==> config.mk <==
export PLATFORM = sky130hd
export DESIGN_NAME = stream_rr_arbiter
export DESIGN_NICKNAME = d
export VERILOG_FILES = /design/src/rtl/stream_rr_arbiter.sv
export SDC_FILE = /design/constraint.sdc
export NUM_CORES = 1
export LEC_CHECK = 0
export ABC_AREA = 1
export CELL_PAD_IN_SITES_DETAIL_PLACEMENT = 0
export CELL_PAD_IN_SITES_GLOBAL_PLACEMENT = 2
export CORE_MARGIN = 1
export CORE_UTILIZATION = 19
export CTS_CLUSTER_SIZE = 24
export DETAILED_ROUTE_END_ITERATION = 10
export GPL_TIMING_DRIVEN = 0
export MAX_ROUTING_LAYER = met4
export PLACE_DENSITY = 0.87
export SLEW_MARGIN = 20
export SYNTH_ARGS = -nofsm -noshare
export SYNTH_HDL_FRONTEND = slang
export SYNTH_SLANG_ARGS = --single-unit
==> constraint.sdc <==
create_clock -name clk -period 7.9 [get_ports clk]
set_input_delay 1.975 -clock clk [delete_from_list [all_inputs] [get_ports clk]]
set_output_delay 1.975 -clock clk [all_outputs]
set_load 0.005 [all_outputs]
==> src/rtl/stream_rr_arbiter.sv <==
// Round-robin arbiter sharing one valid/ready stream among N requesters.
// Packets lock the grant until their last beat; the output is a one-entry register stage.
module stream_rr_arbiter #(
    parameter int WIDTH = 32,
    parameter int N     = 4,
    parameter int ID_W  = $clog2(N)
) (
    input  logic               clk,
    input  logic               rst,
    input  logic [N*WIDTH-1:0] data_in,
    input  logic [N-1:0]       vld_in,
    input  logic [N-1:0]       last_in,
    output logic [N-1:0]       rdy_in,
    output logic [WIDTH-1:0]   data_out,
    output logic               last_out,
    output logic [ID_W-1:0]    id_out,
    output logic               vld_out,
    input  logic               rdy_out
);

    logic             vld_q;
    logic [WIDTH-1:0] data_q;
    logic             last_q;
    logic [ID_W-1:0]  id_q;
    logic [ID_W-1:0]  ptr_q;
    logic             locked_q;
    logic [ID_W-1:0]  lock_id_q;

    logic             load_en;
    logic             grant_ok;
    logic             accept;
    logic             found;
    logic [ID_W-1:0]  sel;
    logic [ID_W-1:0]  ptr_d;
    logic [WIDTH-1:0] data_d;
    logic             last_d;
    int               j;

    // Scan from ptr upward with explicit wrap so non-power-of-two N never overflows.
    always_comb begin
        sel   = ptr_q;
        found = 1'b0;
        j     = 0;
        if (locked_q) begin
            sel = lock_id_q;
        end else begin
            for (int k = 0; k < N; k++) begin
                j = int'(ptr_q) + k;
                if (j >= N) j = j - N;
                if (!found && vld_in[j]) begin
                    sel   = ID_W'(j);
                    found = 1'b1;
                end
            end
        end
    end

    assign load_en  = !vld_q || rdy_out;
    assign grant_ok = locked_q || (|vld_in);
    assign accept   = load_en && grant_ok && vld_in[sel];
    assign data_d   = data_in[int'(sel)*WIDTH +: WIDTH];
    assign last_d   = last_in[sel];
    assign ptr_d    = (sel == ID_W'(N-1)) ? '0 : sel + 1'b1;

    always_comb begin
        rdy_in = '0;
        if (load_en && grant_ok) rdy_in[sel] = 1'b1;
    end

    always_ff @(posedge clk) begin
        if (rst) begin
            vld_q     <= 1'b0;
            data_q    <= '0;
            last_q    <= 1'b0;
            id_q      <= '0;
            ptr_q     <= '0;
            locked_q  <= 1'b0;
            lock_id_q <= '0;
        end else if (load_en) begin
            vld_q <= accept;
            if (accept) begin
                data_q <= data_d;
                last_q <= last_d;
                id_q   <= sel;
                // Only the end of a packet releases the lock and rotates priority.
                if (last_d) begin
                    locked_q <= 1'b0;
                    ptr_q    <= ptr_d;
                end else begin
                    locked_q  <= 1'b1;
                    lock_id_q <= sel;
                end
            end
        end
    end

    assign vld_out  = vld_q;
    assign data_out = data_q;
    assign last_out = last_q;
    assign id_out   = id_q;

endmodule
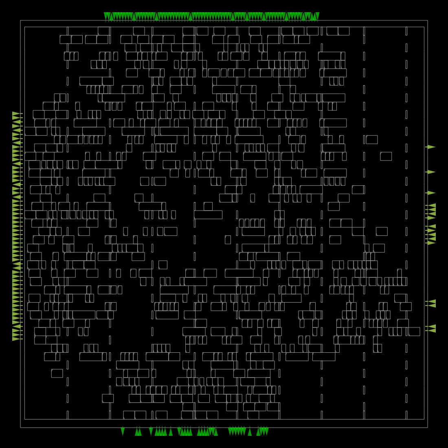
run_1/final_placement.png
cell row count: 47
CORE AREA: 16600 um^2
sequential cell count: 41
non-filler cells, final: 993

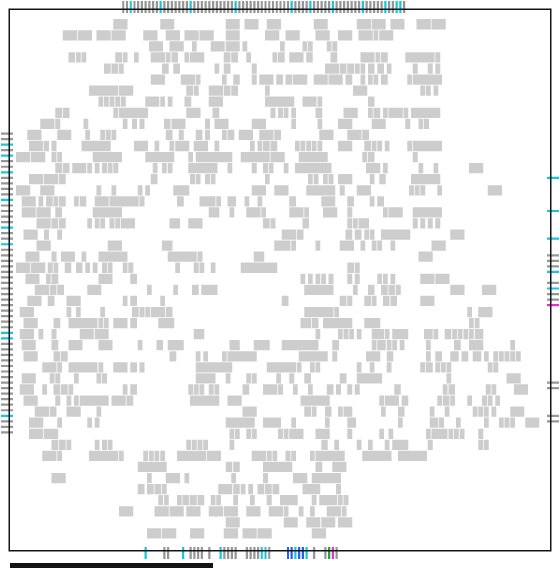
run_1/pins.png
Scale bar: 50 um. Pins as bars across the die edge, other pins in gray.
- magenta: id_out (pins 2; direction output; edge 1 bottom, 1 right)
- blue: rdy_in (pins 4; direction output; edge bottom)
- green: vld_out (pins 1; direction output; edge bottom)
- cyan: data_out (pins 32; direction output; edge 11 top, 9 left, 7 bottom, 5 right)
- all pins by edge: 76 top, 55 left, 32 bottom, 16 right

==> flow_summary_export.csv, run 1 <==
group,metric,value,unit
final_timing,finalHoldViolCount,0,
floorplanning,fp_util,19.5,%
logic_synthesis,floorplan.nets,731,
final_timing,post-route-period-util,85.4,%
floorplanning,die_x,133,um
clocking,ctsHoldBuffers,0,
final_timing,rsz0062_at_grt,"no",
critical_path,critPathKind,"in2out",
final_timing,maxSlewViolCount,0,
critical_path,cpPeakStageDelay,0.59,ns
final_timing,skew,0.00382,ns
routing,met2_length,6600,um
final_timing,worstMarginPinSlew,0.551,ns
routing,viasPerCell,4.05,
run_status,run_status,"finished clean",
finish,n_fill_cell,1892,
routing,top_layer,"met4",
clocking,postCtsSetupBuffers,0,
power_and_ir_drop,seq_power_share,15.2,%
logic_synthesis,adder_share,1.54,%
final_timing,setup_violations,0,
critical_path,crit_path_end_kind,"output pin",
power_and_ir_drop,swShare,50.3,%
logic_synthesis,top_area_cell,"dfxtp_1",
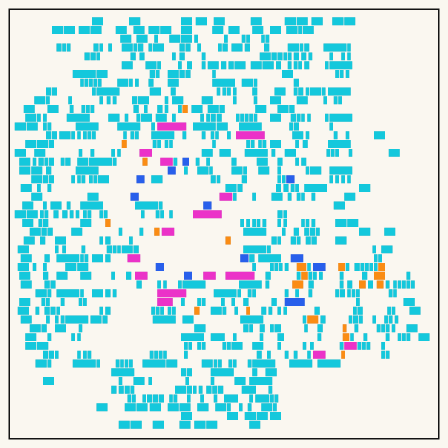
run_1/drive_strength.png
- orange: drive 2 (cells 20; share 2.6%)
- cyan: drive 1 or less (cells 726; share 94%)
- magenta: drive 6 and up (cells 15; share 1.9%)
- blue: drive 3 to 4 (cells 12; share 1.6%)
Area growth syn-to-layout: 67.8%
setup slack after layout: 1.15 ns
design area: 5450 um^2
Non-clock buffers: 211

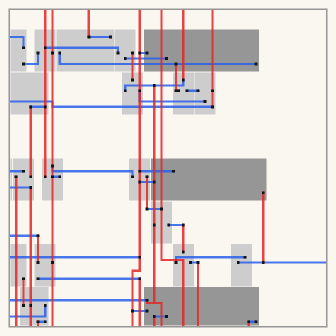
run_1/zoom.png
Region (90, 90) to (110, 110) um. Cells in gray, sequential cells in the stronger gray; small squares are vias.
- blue: met1
- red: met2
- cells with their middle in the window: 19
- most frequent: nor2_1 (6), nand2_1 (4), dfxtp_1 (3)
- netlist names of flops here include: data_out (3)
- sequential cells in the window: 3

==> run 1: how the worst max path moves through the flow <==
stage	start	to	slack, ns	cells past startpoint
global route	vld_in[3]	rdy_in[0]	0.89	17
CTS	vld_in[3]	rdy_in[0]	1.13	17
detailed placement	vld_in[3]	rdy_in[0]	1.14	17
finish	vld_in[3]	rdy_in[0]	1.15	17
global placement	vld_in[0]	rdy_in[0]	1.13	19
floorplan	vld_in[3]	rdy_in[0]	2.59	14
==> run 1: metal layers <==
layer | vias up | global-route usage [%]
met5 | - | -
met4 | 0 | 3.70
met3 | 8 | 2.41
met2 | 97 | 26.8
met1 | 1728 | 19.3
li1 | 2189 | -
==> run 1: worst min-delay path: cells and delay by family, from the launching register on <==
kind / cells / cell delay, ns
flops: 1 / 0.31
simple gates: 1 / 0.06
compound gates: 1 / 0.05
## Run 2: what changed since run 1
--- a/config.mk
+++ b/config.mk
@@ -15,7 +15,6 @@
 export GPL_TIMING_DRIVEN = 0
 export MAX_ROUTING_LAYER = met4
 export PLACE_DENSITY = 0.87
-export SLEW_MARGIN = 20
 export SYNTH_ARGS = -nofsm -noshare
 export SYNTH_HDL_FRONTEND = slang
 export SYNTH_SLANG_ARGS = --single-unit
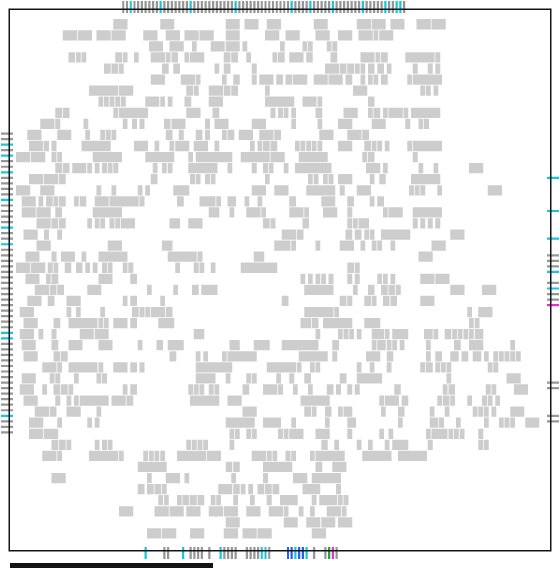
run_2/pins.png
Scale bar: 50 um. Pins as bars across the die edge, other pins in gray.
- cyan: data_out (pins 32; direction output; edge 11 top, 9 left, 7 bottom, 5 right)
- blue: rdy_in (pins 4; direction output; edge bottom)
- green: vld_out (pins 1; direction output; edge bottom)
- magenta: id_out (pins 2; direction output; edge 1 bottom, 1 right)
- all pins by edge: 76 top, 55 left, 32 bottom, 16 right

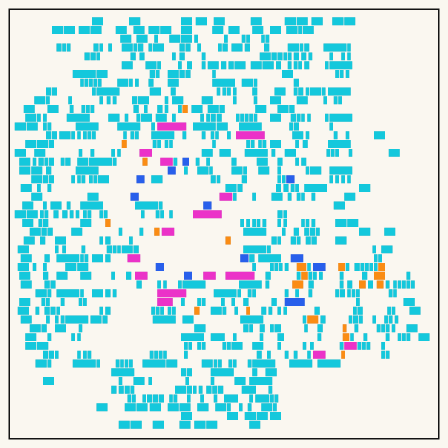
run_2/drive_strength.png
- cyan: drive 1 or less (cells 726; share 94%)
- orange: drive 2 (cells 20; share 2.6%)
- magenta: drive 6 and up (cells 15; share 1.9%)
- blue: drive 3 to 4 (cells 12; share 1.6%)

==> run 2 against run 1 <==
Net effect: clock power about the same; largest cell class unchanged; hold slack unchanged; sequential share of layout area unchanged; critical endpoint unchanged; die size unchanged; fmax unchanged; design area unchanged; non-clock buffer count unchanged; critical path depth unchanged.
==> flow_summary_export.csv, run 2 <==
group,metric,value,unit
run_status,run_status,"finished clean",
finish,design_area,5450,um^2
floorplanning,die_x,133,um
logic_synthesis,netlist.area_leader.share,25.3,%
clocking,ctsHoldBuffers,0,
critical_path,startpoint_type,"primary input",
finish,nFlopsAndLatches,41,
logic_synthesis,edf_count,0,
critical_path,crit_chain,"clkdlybuf4s50_1 > nand2_1 > nand3_1 > nand2_2 > nand2_2 > inv_1 > nand2_1 > nand2_1 > nand2_2 > nand2_4 > nand2_4 > buf_4 > buf_2 > ha_1 > inv_1 > nor2_1 > clkdlybuf4s50_1",
floorplanning,core,16600,um^2
clocking,clkSlewWorstSetupHoldPaths,0.05,ns
final_timing,finalWorstSetupSlack,1.15,ns
critical_path,crit_path_end_kind,"output pin",
final_timing,finalHoldViolCount,0,
final_timing,rsz0062_at_grt,"no",
placed_design,numPortBuffers,178,
final_timing,maxSlewViolCount,0,
floorplanning,fp_util,19.5,%
finish,fin_cells,993,
logic_synthesis,top_area_cell,"dfxtp_1",
routing,met2_length,6600,um
grt,use_met2,26.8,%
critical_path,critPathKind,"in2out",
critical_path,setup.worst_path.end,"rdy_in[0]",
grt,use_met3,2.41,%
routing,top_layer,"met4",
logic_synthesis,floorplan.nets,731,
final_timing,setup_violations,0,
routing,viasPerCell,4.05,
floorplanning,rows,47,
logic_synthesis,netlist_top_cells_count,"nor2_1, nand2_1, o21ai_0, inv_1, dfxtp_1",
clocking,clockBufferDepth,2,
final_timing,worstMarginPinSlew,0.551,ns
final_timing,skew,0.00382,ns
clocking,cts_tree,"built",
critical_path,crit_start,"vld_in[3]",
clocking,postCtsSetupBuffers,0,
grt,groute.layer.met1.usage,19.3,%
critical_path,cpPeakStageDelay,0.59,ns
routing,vias,4022,
finish,num-nonclk-buffers,211,
worst_hold_path,min_from,"id_out[0]$_SDFFE_PP0P_",
grt,grt-busiest-layer,"met2",
finish,n_fill_cell,1892,
floorplanning,nWellTaps,220,
finish,comb_area_share,36.2,%
finish,syn_to_final_growth,67.8,%
finish,antenna_cells,0,
final_timing,post-route-period-util,85.4,%
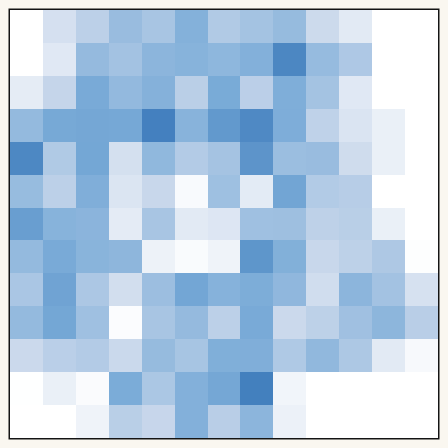
run_2/density.png
13 x 13 tiles, from white (low) to dark blue (high), 0 to 100% covered.
- fullest tile: 68%
- mean over tiles: 29%
- nearly empty tiles: 15%
- densest ninth of the die: top middle

## run 2: critical path, delay by kind of cell
| kind | cells | cell delay (ns) |
|---|---|---|
| adder cells (fa/ha/maj) | 1 | 0.18 |
| AND/OR/NAND/NOR | 10 | 0.94 |
| buffers and inverters | 6 | 1.67 |
## run 2: logic make-up (layout without fill, tap and decap cells)
| family | Yosys count | after routing | synth area share (%) |
|---|---|---|---|
| simple gates | 348 | 348 | 43.2 |
| compound gates | 103 | 103 | 16.0 |
| buf+inv | 92 | 277 | 14.0 |
| flops | 41 | 41 | 25.3 |
| fa+ha+maj | 4 | 4 | 1.54 |
## run 2: power breakdown
group / total [W] / internal (W) / switching [W]
combinational: 0.00159 / 0.000640 / 0.000950
clock: 0.000201 / 0.000124 / 0.0000775
sequential: 0.000321 / 0.000286 / 0.0000353
Power figures rest on the tool's default switching activity, not on a simulated workload.
